==> src/rtl/clock_bool_gen.sv <==
// rtl/clock_bool_gen.sv - synthesizes a slow clock boolean with one-cycle-early edge flags
module clock_bool_gen #(
  parameter int LEN_W     = 8,
  parameter int HIGH_DFLT = 2,
  parameter int LOW_DFLT  = 2
) (
  input  logic             CLK,
  input  logic             RST,
  input  logic             EN,
  input  logic             LOAD,
  input  logic [LEN_W-1:0] HIGH_LEN,
  input  logic [LEN_W-1:0] LOW_LEN,
  output logic             CLK_VAL,
  output logic             PRE_RISE,
  output logic             PRE_FALL,
  output logic             RUNNING,
  output logic             PENDING
);

  localparam logic [LEN_W-1:0] ONE    = LEN_W'(1);
  localparam logic [LEN_W-1:0] HI_DEF = LEN_W'(HIGH_DFLT);
  localparam logic [LEN_W-1:0] LO_DEF = LEN_W'(LOW_DFLT);

  typedef enum logic [1:0] {
    ST_IDLE = 2'd0,
    ST_HIGH = 2'd1,
    ST_LOW  = 2'd2
  } state_e;

  state_e           state_q, state_d;
  logic [LEN_W-1:0] cnt_q, cnt_d;
  logic [LEN_W-1:0] act_hi_q, act_hi_d, act_lo_q, act_lo_d;
  logic [LEN_W-1:0] sh_hi_q, sh_hi_d, sh_lo_q, sh_lo_d;
  logic             pend_q, pend_d;
  logic             clk_val_q, running_q;
  logic             pre_rise, pre_fall, apply, cnt_zero;
  logic [LEN_W-1:0] next_hi;

  assign cnt_zero = (cnt_q == '0);
  // High length of the period about to start, including any pending shadow value
  assign next_hi  = pend_q ? sh_hi_q : act_hi_q;

  always_comb begin
    state_d  = state_q;
    cnt_d    = cnt_q;
    act_hi_d = act_hi_q;
    act_lo_d = act_lo_q;
    sh_hi_d  = sh_hi_q;
    sh_lo_d  = sh_lo_q;
    pend_d   = pend_q;
    pre_rise = 1'b0;
    pre_fall = 1'b0;
    apply    = 1'b0;
    unique case (state_q)
      ST_IDLE: begin
        apply = pend_q;
        if (EN) begin
          pre_rise = 1'b1;
          state_d  = ST_HIGH;
          cnt_d    = next_hi - ONE;
        end
      end
      ST_HIGH: begin
        if (cnt_zero) begin
          pre_fall = 1'b1;
          state_d  = ST_LOW;
          cnt_d    = act_lo_q - ONE;
        end else begin
          cnt_d = cnt_q - ONE;
        end
      end
      ST_LOW: begin
        if (!EN) begin
          state_d = ST_IDLE;
          cnt_d   = '0;
        end else if (cnt_zero) begin
          pre_rise = 1'b1;
          apply    = pend_q;
          state_d  = ST_HIGH;
          cnt_d    = next_hi - ONE;
        end else begin
          cnt_d = cnt_q - ONE;
        end
      end
      default: begin
        state_d = ST_IDLE;
        cnt_d   = '0;
      end
    endcase
    if (apply) begin
      act_hi_d = sh_hi_q;
      act_lo_d = sh_lo_q;
      pend_d   = 1'b0;
    end
    // A LOAD coinciding with an apply lands in the shadow and stays pending
    if (LOAD) begin
      sh_hi_d = (HIGH_LEN == '0) ? ONE : HIGH_LEN;
      sh_lo_d = (LOW_LEN == '0) ? ONE : LOW_LEN;
      pend_d  = 1'b1;
    end
  end

  always_ff @(posedge CLK) begin
    if (RST) begin
      state_q   <= ST_IDLE;
      cnt_q     <= '0;
      act_hi_q  <= HI_DEF;
      act_lo_q  <= LO_DEF;
      sh_hi_q   <= HI_DEF;
      sh_lo_q   <= LO_DEF;
      pend_q    <= 1'b0;
      clk_val_q <= 1'b0;
      running_q <= 1'b0;
    end else begin
      state_q   <= state_d;
      cnt_q     <= cnt_d;
      act_hi_q  <= act_hi_d;
      act_lo_q  <= act_lo_d;
      sh_hi_q   <= sh_hi_d;
      sh_lo_q   <= sh_lo_d;
      pend_q    <= pend_d;
      clk_val_q <= (state_d == ST_HIGH);
      running_q <= (state_d != ST_IDLE);
    end
  end

  assign CLK_VAL  = clk_val_q;
  assign RUNNING  = running_q;
  assign PENDING  = pend_q;
  assign PRE_RISE = pre_rise;
  assign PRE_FALL = pre_fall;

endmodule

==> config.mk <==
export PLATFORM = sky130hd
export DESIGN_NAME = clock_bool_gen
export DESIGN_NICKNAME = d
export VERILOG_FILES = /design/src/rtl/clock_bool_gen.sv
export SDC_FILE = /design/constraint.sdc
export NUM_CORES = 1
export LEC_CHECK = 0
export ABC_AREA = 1
export CAP_MARGIN = 20
export CELL_PAD_IN_SITES_DETAIL_PLACEMENT = 0
export CELL_PAD_IN_SITES_GLOBAL_PLACEMENT = 1
export CORE_ASPECT_RATIO = 1.2
export CORE_MARGIN = 5
export CORE_UTILIZATION = 38
export DETAILED_ROUTE_END_ITERATION = 7
export PLACE_DENSITY = 0.74
export SLEW_MARGIN = 15
export SYNTH_ARGS = -nofsm -noshare
export SYNTH_HDL_FRONTEND = slang
export SYNTH_SLANG_ARGS = --single-unit
export TNS_END_PERCENT = 1
==> constraint.sdc <==
create_clock -name CLK -period 2.65 [get_ports CLK]
set_clock_uncertainty 0.05 [all_clocks]
set_input_delay 0.795 -clock CLK [delete_from_list [all_inputs] [get_ports CLK]]
set_output_delay 0.795 -clock CLK [all_outputs]
set_load 0.05 [all_outputs]
==> impl_metrics.env, run 1 <==
# physical design summary
export IMPL_status="finished clean"
export IMPL_cts_hold_fix_buffers=0
export IMPL_max_freq_mhz=411
export IMPL_place_congestion=0.776
export IMPL_critPathMaxStageDelay_ps=350
export IMPL_clkPwrFrac=0.206
export IMPL_finalHoldViolCount=0
export IMPL_synth_edff_count=0
export IMPL_gr_usage_met3=0.0251
export IMPL_irDropWorstVdd_v=0.000264
export IMPL_min_period_over_period=0.918
export IMPL_nWellTaps=82
export IMPL_clk_root_buffer_cell="sky130_fd_sc_hd__clkbuf_8"
export IMPL_ys_seq_share=0.377
export IMPL_core_um2=6090
export IMPL_ys_top_cells_by_count="sky130_fd_sc_hd__nand2_1, sky130_fd_sc_hd__inv_1, sky130_fd_sc_hd__dfxtp_1, sky130_fd_sc_hd__o21ai_0, sky130_fd_sc_hd__nor2_1"
export IMPL_syn_num_nets=383
export IMPL_netlist_top_cell_by_instances="sky130_fd_sc_hd__nand2_1"
export IMPL_fp_util=0.393
export IMPL_numSequentialCells=45
export IMPL_grt_start_max_net_pins=32
export IMPL_fin_nets=414
export IMPL_placement_io_buffers=24
export IMPL_post_layout_total_power_mw=2.08
export IMPL_critical_path_rt_ps=1810
export IMPL_postLayoutSetupSlackWorst_ps=217
export IMPL_path_buffers=2
export IMPL_clockBufferDepth=2
export IMPL_synthTopLogicFamily="simple AND/OR/NAND/NOR gates"
export IMPL_n_all_inverters=61
export IMPL_dr_wl_cell_um=11.2
export IMPL_timing_critical_path_from_type="flip-flop"
export IMPL_fraction_of_met1_tracks_used_by_global_routing=0.195
export IMPL_post_place_ws_ps=-43.6
export IMPL_min_period_ps=2430
export IMPL_grt_first_pass_wirelength_um=9620
export IMPL_worstSetupStartpoint="cnt_q[0]"
export IMPL_simple_gate_area_frac=0.301
export IMPL_fp_row_count=31
export IMPL_synth_area_top_cells="sky130_fd_sc_hd__dfxtp_1, sky130_fd_sc_hd__nand2_1, sky130_fd_sc_hd__o21ai_0"
export IMPL_place_area_um2=2770
export IMPL_fin_util=0.473
export IMPL_mi_logic_area_um2=1230
export IMPL_yosys_most_used_dff="sky130_fd_sc_hd__dfxtp_1"
export IMPL_most_common_layout_cells="sky130_fd_sc_hd__nand2_1, sky130_fd_sc_hd__inv_1, sky130_fd_sc_hd__dfxtp_1"
export IMPL_post_synth_num_cell_types=33
export IMPL_min_to="act_hi_q[7]"
export IMPL_power_group_top="combinational cells"
export IMPL_cts_max_level=2
export IMPL_post_synth_cell_area_avg_um2=6.66
export IMPL_postCtsSetupBuffers=0
export IMPL_p_int_mw=1.26
export IMPL_vias_per_cell=4.63
export IMPL_synthAoiAreaFrac=0.180
export IMPL_drtPass1Iterations=4
export IMPL_seqPwrFrac=0.396
export IMPL_layout_area_top_class="multi-input combinational cells"
export IMPL_ff2ff_path_depth=9
export IMPL_io_pin_count=25
export IMPL_via_count=2190
export IMPL_critical_path_endpoint="PRE_RISE"
export IMPL_die_area_um2=7990
export IMPL_worst_path_dominant_cell_family="simple AND/OR/NAND/NOR gates"
export IMPL_xors_xnors_by_area=0.00732
export IMPL_final_layout_size_suffix_gt1_frac=0.0972
export IMPL_worstHoldPathCells=2
export IMPL_layout_top_cell="sky130_fd_sc_hd__nand2_1"
export IMPL_clkSlewWorstSetupHoldPaths_ps=90
export IMPL_cts_made_buffers=5
export IMPL_buffers=33
export IMPL_comb_cell_share=0.427
export IMPL_post_route_cell_area_um2=2880
**Run 1: routed metal, one colour a layer**

Scale: 3 px per µm. Only two layers are drawn.
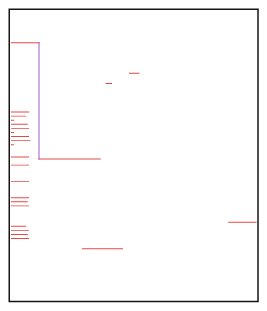
M4 -> purple  # wire length 38.8 µm
M3 -> red  # wire length 149 µm

**Run 1: clock distribution**

Scale: 4 px per µm.
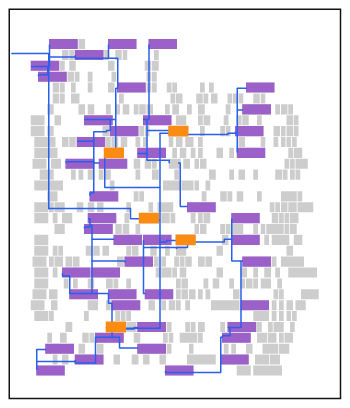
clock wires -> blue  # length 578 µm
flip-flops -> purple  # count 45
clock-net drivers -> orange  # count 5
routed clock nets = 6

**Run 1: gate-type map**

Scale: 4 px per µm.
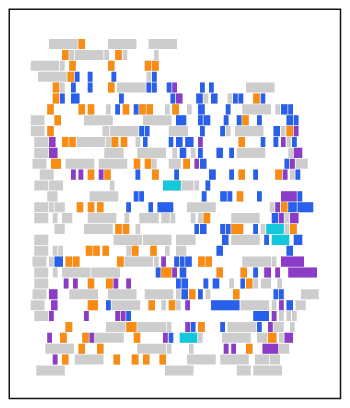
nand cells -> blue  # cells 107, most used nand2_1
fa/ha/maj cells -> cyan  # cells 4, most used ha_1
nor cells -> purple  # cells 47, most used nor2_1
aoi and oai cells -> orange  # cells 83, most used o21ai_0

**Run 1: I/O pins on the die edge**

Scale: 4 px per µm. Pins as bars across the die edge, other pins in grey.
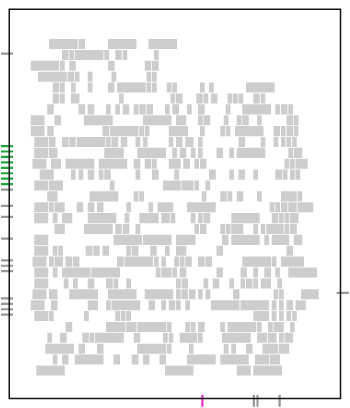

==> run 2: changes to the inputs <==
--- a/config.mk
+++ b/config.mk
@@ -12,7 +12,9 @@
 export CORE_ASPECT_RATIO = 1.2
 export CORE_MARGIN = 5
 export CORE_UTILIZATION = 38
+export CTS_CLUSTER_DIAMETER = 100
 export DETAILED_ROUTE_END_ITERATION = 7
+export GPL_TIMING_DRIVEN = 0
 export PLACE_DENSITY = 0.74
 export SLEW_MARGIN = 15
 export SYNTH_ARGS = -nofsm -noshare
**Run 2: I/O pins on the die edge**

Scale: 4 px per µm. Pins as bars across the die edge, other pins in grey.
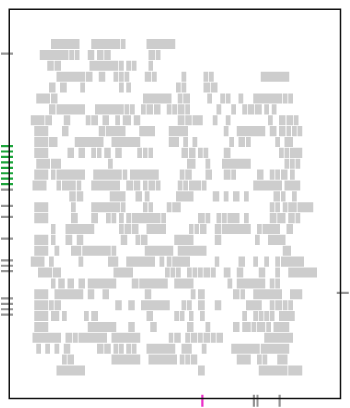
PRE_FALL -> magenta  # pins 1, direction output, edge south
HIGH_LEN -> green  # pins 8, direction input, edge west

**Run 2: routed metal, one colour a layer**

Scale: 3 px per µm. Only two layers are drawn.
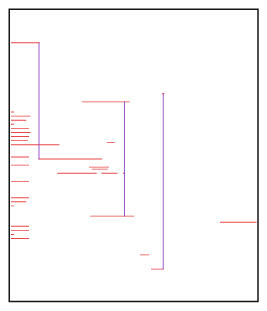
M4 -> purple  # wire length 135 µm
M3 -> red  # wire length 209 µm

==> run 2 against run 1 <==
  * Critical path depth fell by 2
  * Sequential share of layout area rose by 0.46 points
  * Worst setup slack got worse by 40 ps
  * Clock power rose by 1%
  * Synthesized cell count did not move
  * Non-clock buffer count rose by 1
  * Critical path type unchanged
  * Via count rose by 1.1%
  * Total power fell by 0.72%
==> impl_metrics.env, run 2 <==
# physical design summary
export IMPL_fp_util=0.393
export IMPL_cts_made_buffers=5
export IMPL_seqPwrFrac=0.398
export IMPL_path_buffers=2
export IMPL_dr_wl_cell_um=11.8
export IMPL_die_area_um2=7990
export IMPL_most_common_layout_cells="sky130_fd_sc_hd__nand2_1, sky130_fd_sc_hd__inv_1, sky130_fd_sc_hd__dfxtp_1"
export IMPL_clkSlewWorstSetupHoldPaths_ps=80
export IMPL_grt_first_pass_wirelength_um=9830
export IMPL_critical_path_endpoint="PRE_FALL"
export IMPL_synth_edff_count=0
export IMPL_numSequentialCells=45
export IMPL_irDropWorstVdd_v=0.000283
export IMPL_gr_usage_met3=0.0251
export IMPL_postLayoutSetupSlackWorst_ps=177
export IMPL_worstSetupStartpoint="cnt_q[0]"
export IMPL_via_count=2213
export IMPL_grt_start_max_net_pins=14
export IMPL_simple_gate_area_frac=0.301
export IMPL_min_to="act_hi_q[7]"
export IMPL_max_freq_mhz=404
export IMPL_status="finished clean"
export IMPL_place_area_um2=2740
export IMPL_placement_io_buffers=24
export IMPL_ys_top_cells_by_count="sky130_fd_sc_hd__nand2_1, sky130_fd_sc_hd__inv_1, sky130_fd_sc_hd__dfxtp_1, sky130_fd_sc_hd__o21ai_0, sky130_fd_sc_hd__nor2_1"
export IMPL_buffers=34
export IMPL_core_um2=6090
export IMPL_synthTopLogicFamily="simple AND/OR/NAND/NOR gates"
export IMPL_clkPwrFrac=0.210
export IMPL_cts_hold_fix_buffers=0
export IMPL_post_layout_total_power_mw=2.07
export IMPL_fin_nets=415
export IMPL_min_period_ps=2470
export IMPL_vias_per_cell=4.68
export IMPL_layout_top_cell="sky130_fd_sc_hd__nand2_1"
export IMPL_timing_critical_path_from_type="flip-flop"
export IMPL_n_all_inverters=61
export IMPL_min_period_over_period=0.933
export IMPL_p_int_mw=1.26
Power and IR drop assume default switching activity.
